==> run_1/met1.png <==
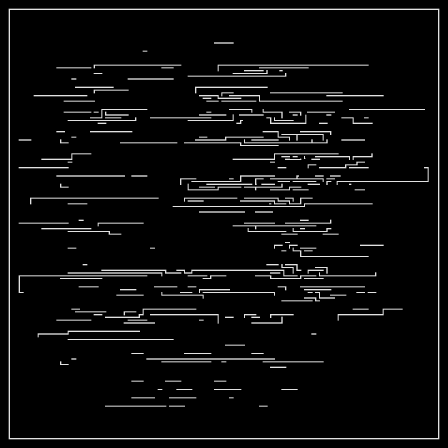
==> run_1/met2.png <==
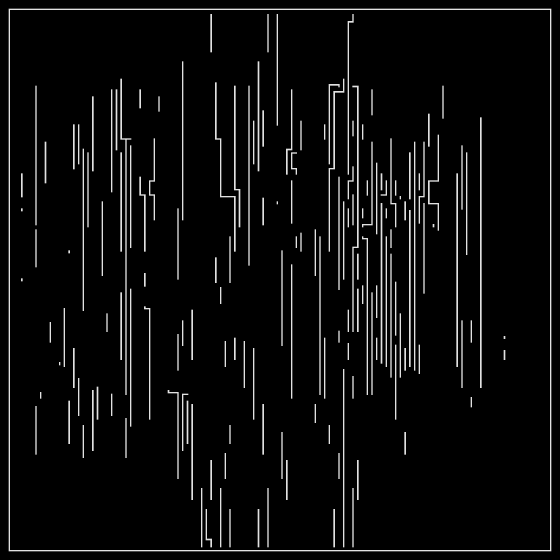
==> run_1/met3.png <==
Bar = 20 um. Cells faint in the background.
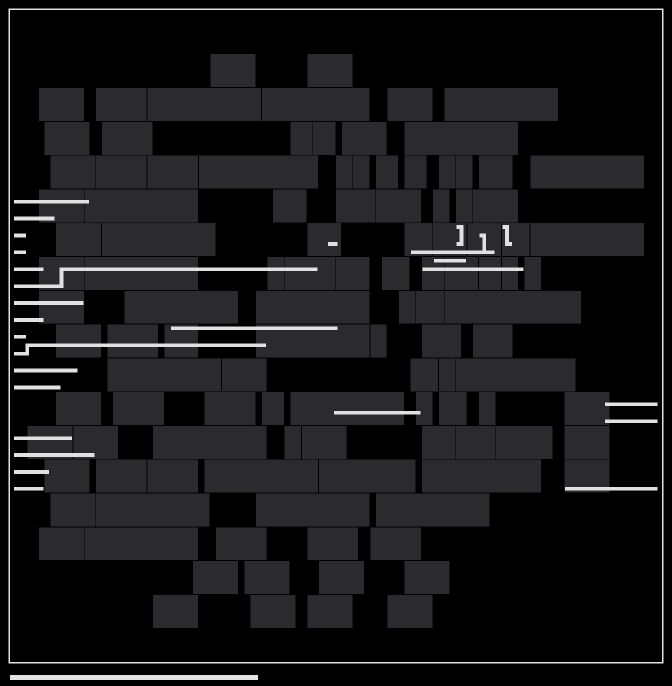
<file path="config.mk">
export PLATFORM = sky130hd
export DESIGN_NAME = sram_bus_controller_flat
export DESIGN_NICKNAME = d
export VERILOG_FILES = /design/src/rtl/sram_bus_controller_pkg.sv /design/src/rtl/sram_bus_controller_if.sv /design/src/rtl/sram_bus_controller_wait_counter.sv /design/src/rtl/sram_bus_controller.sv /design/src/flat_wrapper.sv
export SDC_FILE = /design/constraint.sdc
export NUM_CORES = 1
export LEC_CHECK = 0
export CAP_MARGIN = 20
export CORE_MARGIN = 1
export CORE_UTILIZATION = 40
export DETAILED_ROUTE_END_ITERATION = 8
export GPL_ROUTABILITY_DRIVEN = 0
export PLACE_DENSITY = 0.76
export REMOVE_ABC_BUFFERS = 1
export SYNTH_ARGS = -nofsm -noshare
export SYNTH_HDL_FRONTEND = slang
export SYNTH_SLANG_ARGS = --single-unit
export TNS_END_PERCENT = 50
</file>
<file path="constraint.sdc">
create_clock -name clock -period 3.48 [get_ports clock]
set_input_delay 0.696 -clock clock [delete_from_list [all_inputs] [get_ports clock]]
set_output_delay 0.696 -clock clock [all_outputs]
set_load 0.02 [all_outputs]
</file>
<file path="src/rtl/sram_bus_controller_pkg.sv">
// Shared encodings for the SRAM bus sequencer: FSM states, transfer direction
// constants and the wait-counter width helper.
package sram_bus_controller_pkg;

   typedef enum logic [2:0] {
      ST_IDLE   = 3'd0,
      ST_SETUP  = 3'd1,
      ST_STROBE = 3'd2,
      ST_HOLD   = 3'd3,
      ST_DONE   = 3'd4
   } state_t;

   localparam logic RW_READ  = 1'b1;
   localparam logic RW_WRITE = 1'b0;

   // Counter must hold max(setup, wait) - 1; never narrower than one bit.
   function automatic int cnt_width(input int setup_cyc, input int wait_cyc);
      int mx;
      mx = (setup_cyc > wait_cyc) ? setup_cyc : wait_cyc;
      return ($clog2(mx + 1) < 1) ? 1 : $clog2(mx + 1);
   endfunction

endpackage

</file>
<file path="src/rtl/sram_bus_controller_if.sv">
// Requester handshake plus SRAM bank pins, bundled for the bus controller.
interface sram_bus_controller_if #(
   parameter int N = 4,
   parameter int M = 4
);
   logic         req;
   logic         rw;
   logic [N-1:0] addr_in;
   logic [M-1:0] wdata;
   logic         ack;
   logic [M-1:0] rdata;
   logic         s_;
   logic         mr_;
   logic         mw_;
   logic [N-1:0] mem_addr;
   logic [M-1:0] mem_wdata;
   logic [M-1:0] mem_rdata;

   modport slave (
      input  req, rw, addr_in, wdata, mem_rdata,
      output ack, rdata, s_, mr_, mw_, mem_addr, mem_wdata
   );

   modport master (
      output req, rw, addr_in, wdata, mem_rdata,
      input  ack, rdata, s_, mr_, mw_, mem_addr, mem_wdata
   );
endinterface

</file>
<file path="src/rtl/sram_bus_controller_wait_counter.sv">
// Loadable down-counter timing the address-setup and strobe phases.
module sram_bus_controller_wait_counter #(
   parameter int W = 2
) (
   input  logic         clock,
   input  logic         reset_,
   input  logic         load_i,
   input  logic         dec_i,
   input  logic [W-1:0] load_val_i,
   output logic         zero_o
);

   logic [W-1:0] count_q;

   always_ff @(posedge clock or negedge reset_) begin
      if (!reset_) begin
         count_q <= '0;
      end else if (load_i) begin
         count_q <= load_val_i;
      end else if (dec_i && (count_q != '0)) begin
         count_q <= count_q - 1'b1;
      end
   end

   assign zero_o = (count_q == '0);

endmodule

</file>
<file path="src/rtl/sram_bus_controller.sv">
// Turns a 4-phase req/ack transaction into a timed, glitch-free SRAM cycle
// (select, setup, strobe, hold) and keeps the captured read data.
module sram_bus_controller
   import sram_bus_controller_pkg::*;
#(
   parameter int N     = 4,
   parameter int M     = 4,
   parameter int SETUP = 1,
   parameter int WAIT  = 2
) (
   input  logic                    clock,
   input  logic                    reset_,
   sram_bus_controller_if.slave    bus
);

   localparam int           CW       = cnt_width(SETUP, WAIT);
   localparam logic [CW-1:0] SETUP_LD = CW'(SETUP - 1);
   localparam logic [CW-1:0] WAIT_LD  = CW'(WAIT - 1);

   state_t       state_q, state_d;
   logic         rw_q, rw_d;
   logic [N-1:0] addr_q, addr_d;
   logic [M-1:0] wdata_q, wdata_d;
   logic [M-1:0] rdata_q, rdata_d;
   logic         s_q, s_d;
   logic         mr_q, mr_d;
   logic         mw_q, mw_d;
   logic         ack_q, ack_d;

   logic          cnt_load;
   logic          cnt_dec;
   logic [CW-1:0] cnt_val;
   logic          cnt_zero;

   sram_bus_controller_wait_counter #(.W(CW)) u_wait_counter (
      .clock      (clock),
      .reset_     (reset_),
      .load_i     (cnt_load),
      .dec_i      (cnt_dec),
      .load_val_i (cnt_val),
      .zero_o     (cnt_zero)
   );

   always_comb begin
      state_d  = state_q;
      rw_d     = rw_q;
      addr_d   = addr_q;
      wdata_d  = wdata_q;
      rdata_d  = rdata_q;
      s_d      = s_q;
      mr_d     = mr_q;
      mw_d     = mw_q;
      ack_d    = ack_q;
      cnt_load = 1'b0;
      cnt_dec  = 1'b0;
      cnt_val  = '0;

      case (state_q)
         ST_IDLE: begin
            if (bus.req) begin
               rw_d     = bus.rw;
               addr_d   = bus.addr_in;
               wdata_d  = bus.wdata;
               s_d      = 1'b0;
               cnt_load = 1'b1;
               cnt_val  = SETUP_LD;
               state_d  = ST_SETUP;
            end
         end
         ST_SETUP: begin
            if (!cnt_zero) begin
               cnt_dec = 1'b1;
            end else begin
               mr_d     = (rw_q != RW_READ);
               mw_d     = (rw_q != RW_WRITE);
               cnt_load = 1'b1;
               cnt_val  = WAIT_LD;
               state_d  = ST_STROBE;
            end
         end
         ST_STROBE: begin
            if (!cnt_zero) begin
               cnt_dec = 1'b1;
            end else begin
               // Sample while mr_ is still low; the strobe rises at this same edge.
               if (rw_q == RW_READ) begin
                  rdata_d = bus.mem_rdata;
               end
               mr_d    = 1'b1;
               mw_d    = 1'b1;
               state_d = ST_HOLD;
            end
         end
         ST_HOLD: begin
            s_d     = 1'b1;
            ack_d   = 1'b1;
            state_d = ST_DONE;
         end
         ST_DONE: begin
            if (!bus.req) begin
               ack_d   = 1'b0;
               state_d = ST_IDLE;
            end
         end
         default: begin
            s_d     = 1'b1;
            mr_d    = 1'b1;
            mw_d    = 1'b1;
            ack_d   = 1'b0;
            state_d = ST_IDLE;
         end
      endcase
   end

   always_ff @(posedge clock or negedge reset_) begin
      if (!reset_) begin
         state_q <= ST_IDLE;
         rw_q    <= RW_WRITE;
         addr_q  <= '0;
         wdata_q <= '0;
         rdata_q <= '0;
         s_q     <= 1'b1;
         mr_q    <= 1'b1;
         mw_q    <= 1'b1;
         ack_q   <= 1'b0;
      end else begin
         state_q <= state_d;
         rw_q    <= rw_d;
         addr_q  <= addr_d;
         wdata_q <= wdata_d;
         rdata_q <= rdata_d;
         s_q     <= s_d;
         mr_q    <= mr_d;
         mw_q    <= mw_d;
         ack_q   <= ack_d;
      end
   end

   assign bus.ack       = ack_q;
   assign bus.rdata     = rdata_q;
   assign bus.s_        = s_q;
   assign bus.mr_       = mr_q;
   assign bus.mw_       = mw_q;
   assign bus.mem_addr  = addr_q;
   assign bus.mem_wdata = wdata_q;

endmodule

</file>
<file path="src/flat_wrapper.sv">
// flat-port wrapper written by rule: the top's interface ports become plain ports
module sram_bus_controller_flat import sram_bus_controller_pkg::*;
#(
   parameter int N     = 4,
   parameter int M     = 4,
   parameter int SETUP = 1,
   parameter int WAIT  = 2
)
  (clock, reset_, bus_req, bus_rw, bus_addr_in, bus_wdata, bus_mem_rdata, bus_ack, bus_rdata, bus_s_, bus_mr_, bus_mw_, bus_mem_addr, bus_mem_wdata);
  sram_bus_controller_if #(.N(N), .M(M)) bus_i ();
  input  logic clock;
  input  logic reset_;
  input wire logic [$bits(bus_i.req)-1:0] bus_req;
  input wire logic [$bits(bus_i.rw)-1:0] bus_rw;
  input wire logic [$bits(bus_i.addr_in)-1:0] bus_addr_in;
  input wire logic [$bits(bus_i.wdata)-1:0] bus_wdata;
  input wire logic [$bits(bus_i.mem_rdata)-1:0] bus_mem_rdata;
  output wire logic [$bits(bus_i.ack)-1:0] bus_ack;
  output wire logic [$bits(bus_i.rdata)-1:0] bus_rdata;
  output wire logic [$bits(bus_i.s_)-1:0] bus_s_;
  output wire logic [$bits(bus_i.mr_)-1:0] bus_mr_;
  output wire logic [$bits(bus_i.mw_)-1:0] bus_mw_;
  output wire logic [$bits(bus_i.mem_addr)-1:0] bus_mem_addr;
  output wire logic [$bits(bus_i.mem_wdata)-1:0] bus_mem_wdata;
  assign bus_i.req = bus_req;
  assign bus_i.rw = bus_rw;
  assign bus_i.addr_in = bus_addr_in;
  assign bus_i.wdata = bus_wdata;
  assign bus_i.mem_rdata = bus_mem_rdata;
  assign bus_ack = bus_i.ack;
  assign bus_rdata = bus_i.rdata;
  assign bus_s_ = bus_i.s_;
  assign bus_mr_ = bus_i.mr_;
  assign bus_mw_ = bus_i.mw_;
  assign bus_mem_addr = bus_i.mem_addr;
  assign bus_mem_wdata = bus_i.mem_wdata;
  sram_bus_controller #(.N(N), .M(M), .SETUP(SETUP), .WAIT(WAIT)) u_core (.clock(clock), .reset_(reset_), .bus(bus_i));
endmodule
</file>
==> results.txt, run 1 <==
Reports from this run.

- The run finished with clean final reports.
- The clock network area share is 3.79%.
- The layout sequential cell count reads 22.
- Per the skew report, the later register of the worst-skew pair sees a clock latency of 310 ps.
- The worst-case headroom to the max-slew limit is 38.0%.
- The number of cells on the critical path reads 1.
- The multi-input combinational cell count reads 50.
- Per the final layout report, the fraction of cells sized above drive strength 1 comes to 20.4%.
- The number of buffers inserted for hold repair after clock tree synthesis reads 0.
- The startpoint identified for the worst hold timing path is u_core.u_wait_counter.count_q[0]$_DFFE_PN0P_.
- The register share of the cell area reads 40.0%.
- Max fanout on the critical path was recorded as 3.
- In this run, the synthesized area fraction spent on xor and xnor cells is recorded as 0%.
- The cell family with the largest share of critical-path delay is buffers and inverters.
- The path category of the worst min-delay check is reg -> reg.
- The clock tree skew after final layout reads 3.71 ps.
- STA classifies the critical path startpoint as a register.
- After detailed routing, the number of remaining DRC violations is 0.
- The worst endpoint data arrival time is 1470 ps.
- The commonest register cell is sky130_fd_sc_hd__dfrtp_1.
- At the worst endpoint, the required time is 2780 ps.
- The busiest metal layer after global routing is met2.
- Per the layout report, the design carries 196 filler cells.
- The cell resize tally after clock tree synthesis is 0.
- The post-layout minimum cycle time reads 2170 ps.
- The reported net switching power reads 529 uW.
- The combinational group power is 680 uW.
- The final clock period utilization by the worst path is 62.3%.
- The logs give a warning total of 25.
- The wire length of the first global-routing pass reads 3420 um.
- The die width is 52.5 um.
- The cell area power density is 1000 nW/um^2.
- The area fraction in full adders, half adders and majority gates is 1.23%.
- The standard cell core area reads 2300 um^2.
- Dividing the detail-routed via count by the number of cells gives 5.24.
- Per STA, the endpoint of the critical path is bus_mr_.
- In the final layout, excluding clock buffers the buffer count is 31.
- The number of global-route vias before repair reads 805.
- Ranking logic cells in the layout by count gives the top entries 31 x sky130_fd_sc_hd__clkdlybuf4s50_1, 19 x sky130_fd_sc_hd__dfrtp_1, 13 x sky130_fd_sc_hd__mux2_2, 7 x sky130_fd_sc_hd__nor2_1, 6 x sky130_fd_sc_hd__inv_1.
- Per the placement log, port buffering inserted 31 buffers.
- Summing all multi-input logic gate instances after layout gives 410 um^2.
- The startpoint of the worst register-to-register path reads u_core.u_wait_counter.count_q[1]$_DFFE_PN0P_.
- Per the placement report, the placed cell count is 137.
- The final setup slack of the worst path reads 1310 ps.
- The fraction of the mapped netlist area in simple logic gates is 11.7%.
- According to the floorplan log, the row count is 17.
- The maximum clock frequency reads 461 MHz.
- The floorplan utilization reads 44.4%.
- The number of optimization iterations in the first detailed-route pass is 4.
- Counting instances in the post-synthesis netlist gives the leading cell types as 19 x sky130_fd_sc_hd__dfrtp_1, 13 x sky130_fd_sc_hd__mux2_2, 7 x sky130_fd_sc_hd__nor2_1.
- The post-route met1 wirelength is 898 um.
- Per the synth log, the flip-flop and latch total comes to 22.
- After technology mapping, the gate count stands at 83.
- The final number of max-transition violations reads 0.
- The signal on the critical path passes through clkdlybuf4s50_1.
- The layout net count is 131.
- The area share of the largest cell type after synthesis is 46.6%.
- Cells fill 60.3% of the core in the end.
- In this run the count of I/O pins placed on the die edge is 32.
- The combinational cell fraction of total power is 48.8%.
- Across every metal layer, demand over resource in global routing totals 17.0%.
- The initial antenna violation count reads 0.
- The leakage dissipation reads 0.000561 uW.
- The report gives the cell count of the worst hold path as 1.
- The sort of element at the end of the critical path reads an output port.
- The number of failing hold endpoints at the final stage reads 0.
- The routed wire length per instance is 14.3 um.
- The worst setup path category is reg -> out.
- The number of cells in Yosys stat is 83.
- The flow inserted 28 tap cells.
- The first element of the critical path is u_core.bus.mr_$_DFFE_PN1P_.
- The design draws 1390 uW.
- The compound-cell area share of the yosys netlist reads 13.0%.
- Per the cell usage report, the commonest logic cell in the layout is sky130_fd_sc_hd__clkdlybuf4s50_1.
- Setup repair after global routing left no endpoint under its margin.
- The met1 usage in global routing is 21.3%.
- The count of yosys warnings during synthesis is 0.
- The number of maximum-capacitance violations recorded for the run is 0.
- For the pin with the worst max-slew slack, the measured transition is 927 ps.
- In this run, the number of DRC markers left after iteration 0 of detailed routing was 13.
- For the worst reg-to-reg path, the endpoint reported by OpenROAD is u_core.bus.rdata[0]$_DFFE_PN0P_.
- The switching power as a share of total power is 38.0%.
- Note, the detailed placer reported a final HPWL of 1450 um.
- The CTS tree is yes.
- The sequential share of the synthesized area reads 54.4%.
- For this run, global-route usage on met3 was measured as 5.80%.
- The count of unique library cells instantiated by Yosys reads 31.
- The post-CTS setup buffer count is 0.
- The largest power group is combinational cells.
- For reference, the top cells by area after synthesis are sky130_fd_sc_hd__dfrtp_1 47%, sky130_fd_sc_hd__mux2_2 14%, sky130_fd_sc_hd__dfstp_2 7.7%, sky130_fd_sc_hd__nor2_1 2.6%, sky130_fd_sc_hd__o21ai_0 2.5%.
- The clock transition at the register clock pins on the worst setup and hold paths after CTS reads 120 ps.
- The number of buffers on the longest clock path is 2.
- Before CTS, the worst setup slack after placement is 1140 ps.
- Counting flops with a built-in enable in the synthesized netlist gives 0.
- Per report_power, the Sequential row totals 518 uW.
- The stat command in Yosys gives a chip area of 1020 um^2.
- The most area-hungry cell type in the Yosys netlist is sky130_fd_sc_hd__dfrtp_1.
- Wire segments on met2 add up to 952 um in the final route.
- The clock share of power reads 14.0%.
- The depth of the CTS H-tree reads 1.
- The maximum single-stage delay on the critical path reads 600 ps.
- The layout buffering overhead excluding clock cells is 22.4%.
-- met1.png (at the start) --
share of all routed wire: 45%
main direction: horizontal
nets with wire on the layer: 107
wire length on this layer: 899 um
longest straight run: 18.4 um

-- met2.png (at the start) --
longest straight run: 26.2 um
share of all routed wire: 47%
nets with wire on the layer: 116
count of vias placed by the detailed router: 739
met2 Track Usage GR: 27.2%
Final Routed Wirelength: 2010 um

-- met3.png (at the start) --
longest straight run: 20.5 um
share of all routed wire: 7.3%
main direction: horizontal

--- run 2 (diff from run 1) ---
- PLACE_DENSITY: 0.76 -> 0.79
- clock period: 3.48 -> 1.9 ns (I/O delays scaled with it)
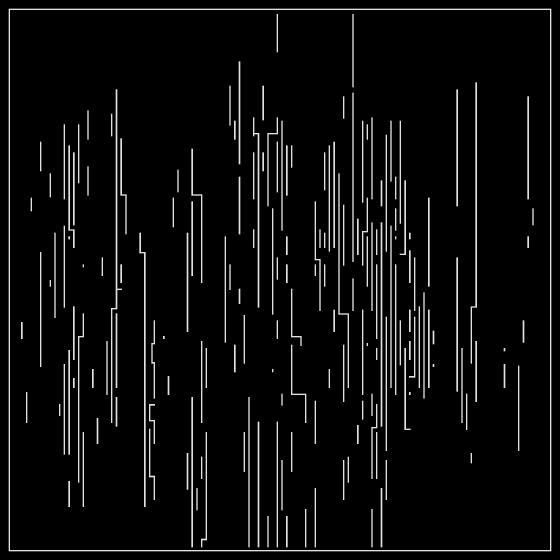
(run_2/met2.png)
main direction: vertical
longest straight run: 24.6 um
wire length on this layer: 997 um
nets with wire on the layer: 122
met2 Track Usage GR: 28.9%
Final Routed Wirelength: 2030 um
count of vias placed by the detailed router: 769

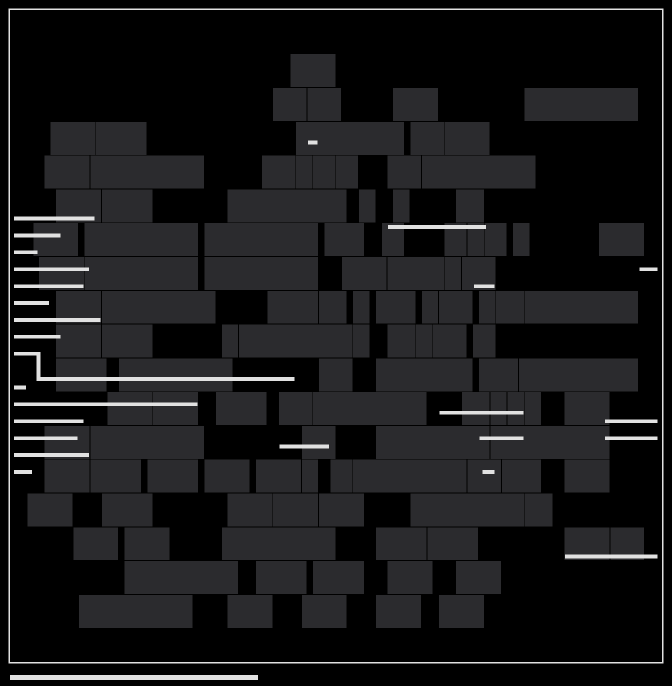
(run_2/met3.png)
Bar = 20 um. Cells faint in the background.
met3 Resource Use GR: 3.77%

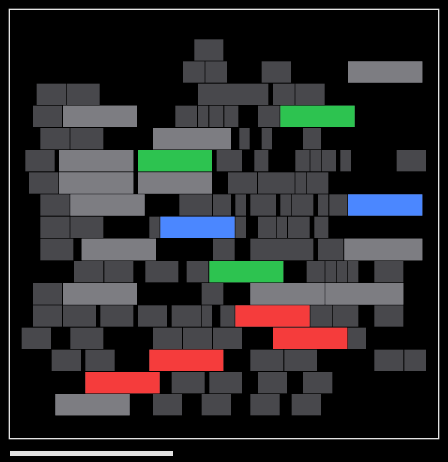
(run_2/registers.png)
Bar = 20 um.
| colour | netlist name | flops |
|---|---|---|
| blue | u_core.u_wait_counter.count_q | 2 |
| red | u_core.bus.rdata | 4 |
| green | u_core.state_q | 3 |
not coloured: 13

==> run 2 against run 1 <==
Utilization increased by 0.16 points. Power grew 75%. Routed wire length is 1.0% higher. Largest cell class unchanged.
==> results.txt, run 2 <==
Reports from this run.

- Run status: finished clean (unchanged).
- The required time reported for the critical path endpoint is 1520 ps (was 2780 ps).
- The number of optimization iterations in the first detailed-route pass is 4 (unchanged).
- The largest power group is combinational cells (unchanged).
- The met1 usage in global routing reads 21.7% (was 21.3%).
- The number of cells on the critical path reads 1 (unchanged).
- The vias per cell is 5.30 (was 5.24).
- The power consumed by sequential cells is 943 uW (was 518 uW).
- The layout net count was 135 (was 131).
- The register share of the cell area is 39.9% (was 40.0%).
- The top-level port count reads 32 (unchanged).
- The post-layout minimum cycle time reads 1850 ps.
- The violation count after the first detailed-route iteration reads 12 (was 13).
- The number of buffers inserted for hold repair after clock tree synthesis is 0 (unchanged).
- The critical register-to-register path endpoint reads u_core.bus.rdata[0]$_DFFE_PN0P_ (unchanged).
- The number of standard-cell rows in the floorplan was 17 (unchanged).
- The half-perimeter wire length after detailed placement is 1520 um (was 1450 um).
- The number of failing hold endpoints at the final stage reads 0 (unchanged).
- The compound-cell area share of the yosys netlist was 13.0% (unchanged).
- The worst endpoint data arrival time is 1470 ps (about the same).
- Most frequent logic cells in the routed design: 31 x sky130_fd_sc_hd__clkdlybuf4s50_1, 19 x sky130_fd_sc_hd__dfrtp_1, 13 x sky130_fd_sc_hd__mux2_2, 7 x sky130_fd_sc_hd__nor2_1, 6 x sky130_fd_sc_hd__inv_1 (unchanged).
- The post-route met1 wirelength reads 860 um (was 898 um).
- The combinational group power reads 1270 uW (was 680 uW).
- The area fraction in full adders, half adders and majority gates reads 1.23% (unchanged).
- The depth of the CTS H-tree reads 1 (unchanged).
- The number of tap cells added at floorplan reads 28 (unchanged).
- The amount of wire on met3 after detailed routing is 130 um (was 146 um).
- The number of buffers on the longest clock path was 2 (unchanged).
- The number of cells in Yosys stat reads 83 (unchanged).
- The clock share of power came to 9.1% (was 14.0%).
- The measured slew at the worst slew-check pin is 531 ps (was 927 ps).
- The combinational cell fraction of total power is 52.2% (was 48.8%).
- The routed wire length on met2 is 997 um (was 952 um).
- The worst-case headroom to the max-slew limit reads 64.6% (was 38.0%).
- The sequential share of the synthesized area is 54.4% (unchanged).
- The final setup slack of the worst path is 53.5 ps (was 1310 ps).
- The cell area power density came to 1750 nW/um^2 (was 1000 nW/um^2).
- The leakage dissipation is 0.000568 uW (was 0.000561 uW).
- The reported net switching power reads 963 uW (was 529 uW).
- Main area contributors after synthesis: sky130_fd_sc_hd__dfrtp_1 47%, sky130_fd_sc_hd__mux2_2 14%, sky130_fd_sc_hd__dfstp_2 7.7%, sky130_fd_sc_hd__nor2_1 2.6%, sky130_fd_sc_hd__o21ai_0 2.5% (unchanged).
- The synthesized-area fraction occupied by xor and xnor cells came to 0% (unchanged).
- The die width reads 52.5 um (unchanged).
- The critical-path maximum fanout reads 3 (unchanged).
- The fraction of the mapped netlist area in simple logic gates is 11.7% (unchanged).
- The non-clock buffer instance count of the final layout was 35 (was 31).
- The floorplan utilization came to 44.4% (unchanged).
- The logic area reads 410 um^2 (unchanged).
- The instance count after placement with tap cells included is 141 (was 137).
- The worst setup path category is reg -> out (unchanged).
- The synthesized instance count is 83 (unchanged).
- The post-CTS setup buffer count is 0 (unchanged).
- The maximum clock frequency is 542 MHz.
- The power consumption is 2430 uW (was 1390 uW).
- The number of enable-type register cells in the synthesized netlist reads 0 (unchanged).
- The area share of the largest cell type after synthesis reads 46.6% (unchanged).
- The standard cell core area reads 2300 um^2 (unchanged).
- The kind of start point of the critical path was a register (unchanged).
- The path category of the worst min-delay check reads in -> async (was reg -> reg).
- The flip-flop and latch count after synthesis reads 22 (unchanged).
- The number of maximum-capacitance constraint violations is 0 (unchanged).
- The setup slack at placement reads 156 ps (was 1140 ps).
- The utilization after layout is 60.5% (was 60.3%).
- The count of yosys warnings during synthesis came to 0 (unchanged).
- The startpoint of the worst register-to-register path is u_core.state_q[1]$_DFFE_PN0P_ (was u_core.u_wait_counter.count_q[1]$_DFFE_PN0P_).
- The most area-hungry cell type in the Yosys netlist reads sky130_fd_sc_hd__dfrtp_1 (unchanged).
- Commonest cells in the synthesized netlist: 19 x sky130_fd_sc_hd__dfrtp_1, 13 x sky130_fd_sc_hd__mux2_2, 7 x sky130_fd_sc_hd__nor2_1 (unchanged).
- The wire length of the first global-routing pass came to 3510 um (was 3420 um).
- The clock network latency to the later pin of the worst-skew pair is 310 ps (about the same).
- The number of logged tool warnings came to 25 (unchanged).
- The commonest non-fill, non-tap cell in the layout reads sky130_fd_sc_hd__clkdlybuf4s50_1 (unchanged).
- Critical-path cell list: clkdlybuf4s50_1 (unchanged).
- The initial antenna violation count is 0 (unchanged).
- The clock network area share is 1.89% (was 3.79%).
- The switching power as a share of total power reads 39.6% (was 38.0%).
- The fraction of final layout cells with drive strength greater than 1 reads 22.2% (was 20.4%).
- The maximum single-stage delay on the critical path reads 600 ps (about the same).
- The clock transition at the register clock pins on the worst setup and hold paths after CTS reads 120 ps (about the same).
- The overall track demand over capacity in global routing was 17.5% (was 17.0%).
- The clock tree skew after final layout is 7.35 ps (was 3.71 ps).
- The count of unique library cells instantiated by Yosys reads 31 (unchanged).
- The busiest metal layer after global routing reads met2 (unchanged).
- The final number of max-transition violations is 0 (unchanged).
- The first element of the critical path is u_core.bus.mr_$_DFFE_PN1P_ (unchanged).
- The final routed DRC violation total is 0 (unchanged).
- The synthesized chip area reported by yosys came to 1020 um^2 (unchanged).
- The number of global-route vias before repair reads 759 (was 805).
- The final clock period utilization by the worst path is 97.2%.
- The layout buffering overhead excluding clock cells is 24.5% (was 22.4%).
- The number of buffers added on ports is 31 (unchanged).
- The primary flip-flop cell chosen by synthesis mapping is sky130_fd_sc_hd__dfrtp_1 (unchanged).
- Setup repair after global routing missed its margin: false (unchanged).
- The sort of element at the end of the critical path is an output port (unchanged).
- The layout sequential cell count was 22 (unchanged).
--- run 3 (diff from run 2) ---
- PLACE_DENSITY: 0.79 -> default
- PLACE_DENSITY_LB_ADDON: default -> 0.25
- clock period: 1.9 -> 2.18 ns (I/O delays scaled with it)
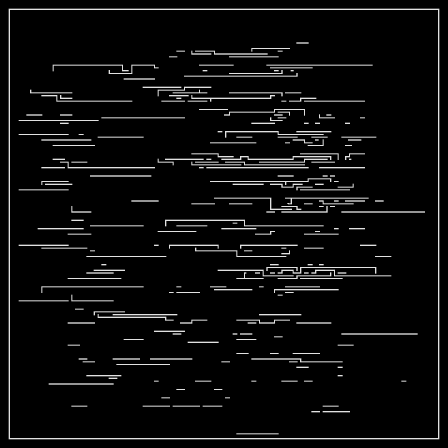
(run_3/met1.png)
longest straight run: 13.8 um
main direction: horizontal
nets with wire on the layer: 116
global-route track usage on met1: 22.0%
count of vias placed by the detailed router: 751
Final Routed Wirelength: 1940 um

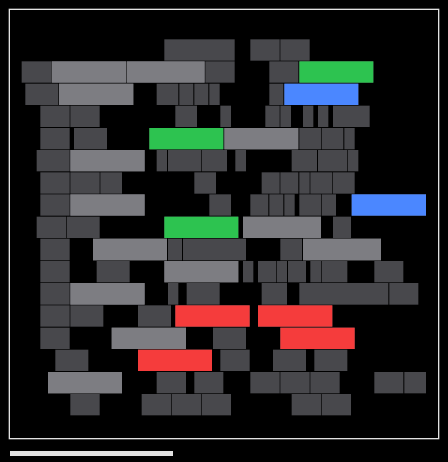
(run_3/registers.png)
Bar = 20 um.
| colour | netlist name | flops |
|---|---|---|
| green | u_core.state_q | 3 |
| red | u_core.bus.rdata | 4 |
| blue | u_core.u_wait_counter.count_q | 2 |
flip-flop and latch power: 822 uW
share of the final layout cell area in sequential cells: 39.4%
Seq. cell area: 554 um^2
final core utilization: 61.3%

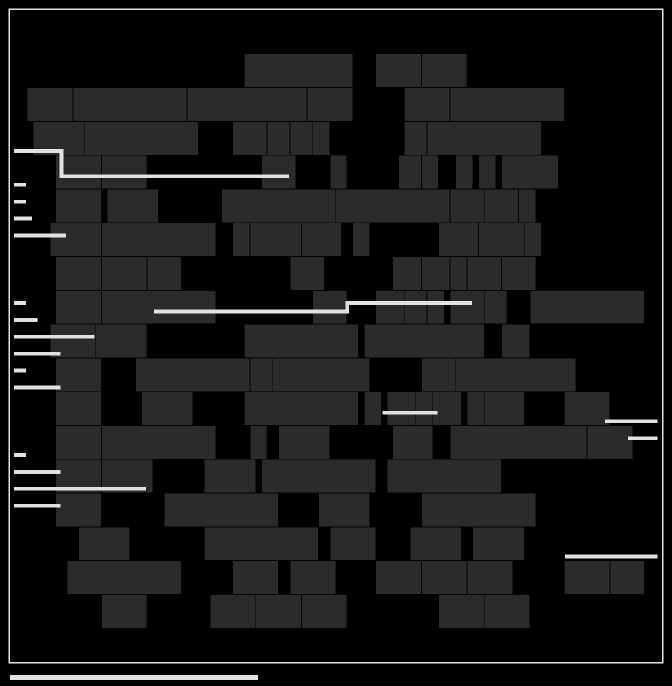
(run_3/met3.png)
Bar = 20 um. Cells faint in the background.
nets with wire on the layer: 20
share of all routed wire: 5.5%
main direction: horizontal
wire length on this layer: 108 um

==> run 3 against run 2 <==
Global-route usage shrank 0.59 points. Combinational power decreased by about 10%. Clock skew shrank 1.1 ps. Cell count down 0.69%. Power decreased by 8.3%. Die area unchanged. Register-to-register slack improved by 270 ps.
==> results.txt, run 3 <==
Reports from this run.

- The compound-cell area share of the yosys netlist reads 13.0% (unchanged).
- The clock share of power reads 14.0% (was 9.1%).
- The cell family with the largest share of critical-path delay is buffers and inverters (unchanged).
- The synthesized-area fraction occupied by xor and xnor cells came to 0% (unchanged).
- Most frequent logic cells in the routed design: 31 x sky130_fd_sc_hd__clkdlybuf4s50_1, 19 x sky130_fd_sc_hd__dfrtp_1, 13 x sky130_fd_sc_hd__mux2_2, 7 x sky130_fd_sc_hd__nor2_1, 6 x sky130_fd_sc_hd__inv_1 (unchanged).
- The clock network area share is 3.73% (was 1.89%).
- The depth of the CTS H-tree was 1 (unchanged).
- The commonest non-fill, non-tap cell in the layout is sky130_fd_sc_hd__clkdlybuf4s50_1 (unchanged).
- The critical-path maximum fanout is 3 (unchanged).
- The maximum single-stage delay on the critical path is 600 ps (about the same).
- The number of maximum-capacitance constraint violations is 0 (unchanged).
- Commonest cells in the synthesized netlist: 19 x sky130_fd_sc_hd__dfrtp_1, 13 x sky130_fd_sc_hd__mux2_2, 7 x sky130_fd_sc_hd__nor2_1 (unchanged).
- The count of unique library cells instantiated by Yosys is 31 (unchanged).
- The busiest metal layer after global routing reads met2 (unchanged).
- The combinational cell fraction of total power reads 49.2% (was 52.2%).
- The number of global-route vias before repair was 810 (was 759).
- The post-route met1 wirelength is 901 um (was 860 um).
- The final routed DRC violation total is 0 (unchanged).
- The amount of wire on met3 after detailed routing reads 107 um (was 130 um).
- The fraction of final layout cells with drive strength greater than 1 came to 22.4% (was 22.2%).
- The number of buffers added on ports reads 31 (unchanged).
- The number of cells on the critical path reads 1 (unchanged).
- The synthesized chip area reported by yosys reads 1020 um^2 (unchanged).
- The routed wire length on met2 reads 931 um (was 997 um).
- The first element of the critical path reads u_core.bus.mr_$_DFFE_PN1P_ (unchanged).
- The kind of start point of the critical path reads a register (unchanged).
- The worst endpoint data arrival time is 1470 ps (about the same).
- The overall track demand over capacity in global routing reads 16.9% (was 17.5%).
- The layout sequential cell count is 22 (unchanged).
- The final clock period utilization by the worst path is 87.2%.
- The path category of the worst min-delay check reads in -> async (unchanged).
- The violation count after the first detailed-route iteration is 13 (was 12).
- The sort of element at the end of the critical path reads an output port (unchanged).
- The die width reads 52.5 um (unchanged).
- The reported net switching power was 837 uW (was 963 uW).
- The primary flip-flop cell chosen by synthesis mapping reads sky130_fd_sc_hd__dfrtp_1 (unchanged).
- The CTS tree is yes (unchanged).
- Run status: finished clean (unchanged).
- The number of logged tool warnings reads 25 (unchanged).
- The synthesized instance count reads 83 (unchanged).
- The fraction of the mapped netlist area in simple logic gates reads 11.7% (unchanged).
- The layout buffering overhead excluding clock cells reads 23.6% (was 24.5%).
- The leakage dissipation reads 0.000576 uW (was 0.000568 uW).
- The number of standard-cell rows in the floorplan is 17 (unchanged).
- The clock transition at the register clock pins on the worst setup and hold paths after CTS came to 130 ps (was 120 ps).
- The combinational group power reads 1100 uW (was 1270 uW).
- The clock tree skew after final layout is 6.29 ps (was 7.35 ps).
- The fraction of met3 tracks used by global routing is 6.38% (was 3.77%).
- The worst-case headroom to the max-slew limit reads 63.3% (was 64.6%).
- The final number of max-transition violations is 0 (unchanged).
- The post-CTS setup buffer count was 0 (unchanged).
- The setup slack at placement reads 273 ps (was 156 ps).
- The met2 track demand over resource is 27.2% (was 28.9%).
- The final setup slack of the worst path reads 278 ps (was 53.5 ps).
- The non-clock buffer instance count of the final layout reads 34 (was 35).
- The routed wire length per instance is 13.5 um (was 14.0 um).
- The worst setup path category is reg -> out (unchanged).
- The sequential share of the synthesized area reads 54.4% (unchanged).
- The number of buffers inserted for hold repair after clock tree synthesis reads 0 (unchanged).
- The area share of the largest cell type after synthesis is 46.6% (unchanged).
- The startpoint of the worst register-to-register path reads u_core.u_wait_counter.count_q[0]$_DFFE_PN0P_ (was u_core.state_q[1]$_DFFE_PN0P_).
- The flip-flop and latch count after synthesis reads 22 (unchanged).
- The top-level port count is 32 (unchanged).
- The switching power as a share of total power came to 37.5% (was 39.6%).
- The largest power group reads combinational cells (unchanged).
- The capturing instance or port of the critical path is bus_mr_ (unchanged).
- The power consumption came to 2230 uW (was 2430 uW).
- The number of failing hold endpoints at the final stage came to 0 (unchanged).
- Setup repair after global routing missed its margin: false (unchanged).
- The measured slew at the worst slew-check pin came to 551 ps (was 531 ps).
- The vias per cell is 5.22 (was 5.30).
- The logic area is 410 um^2 (unchanged).
- The number of buffers on the longest clock path reads 2 (unchanged).
- The count of yosys warnings during synthesis came to 0 (unchanged).
Power is estimated from default activity; no workload was simulated.
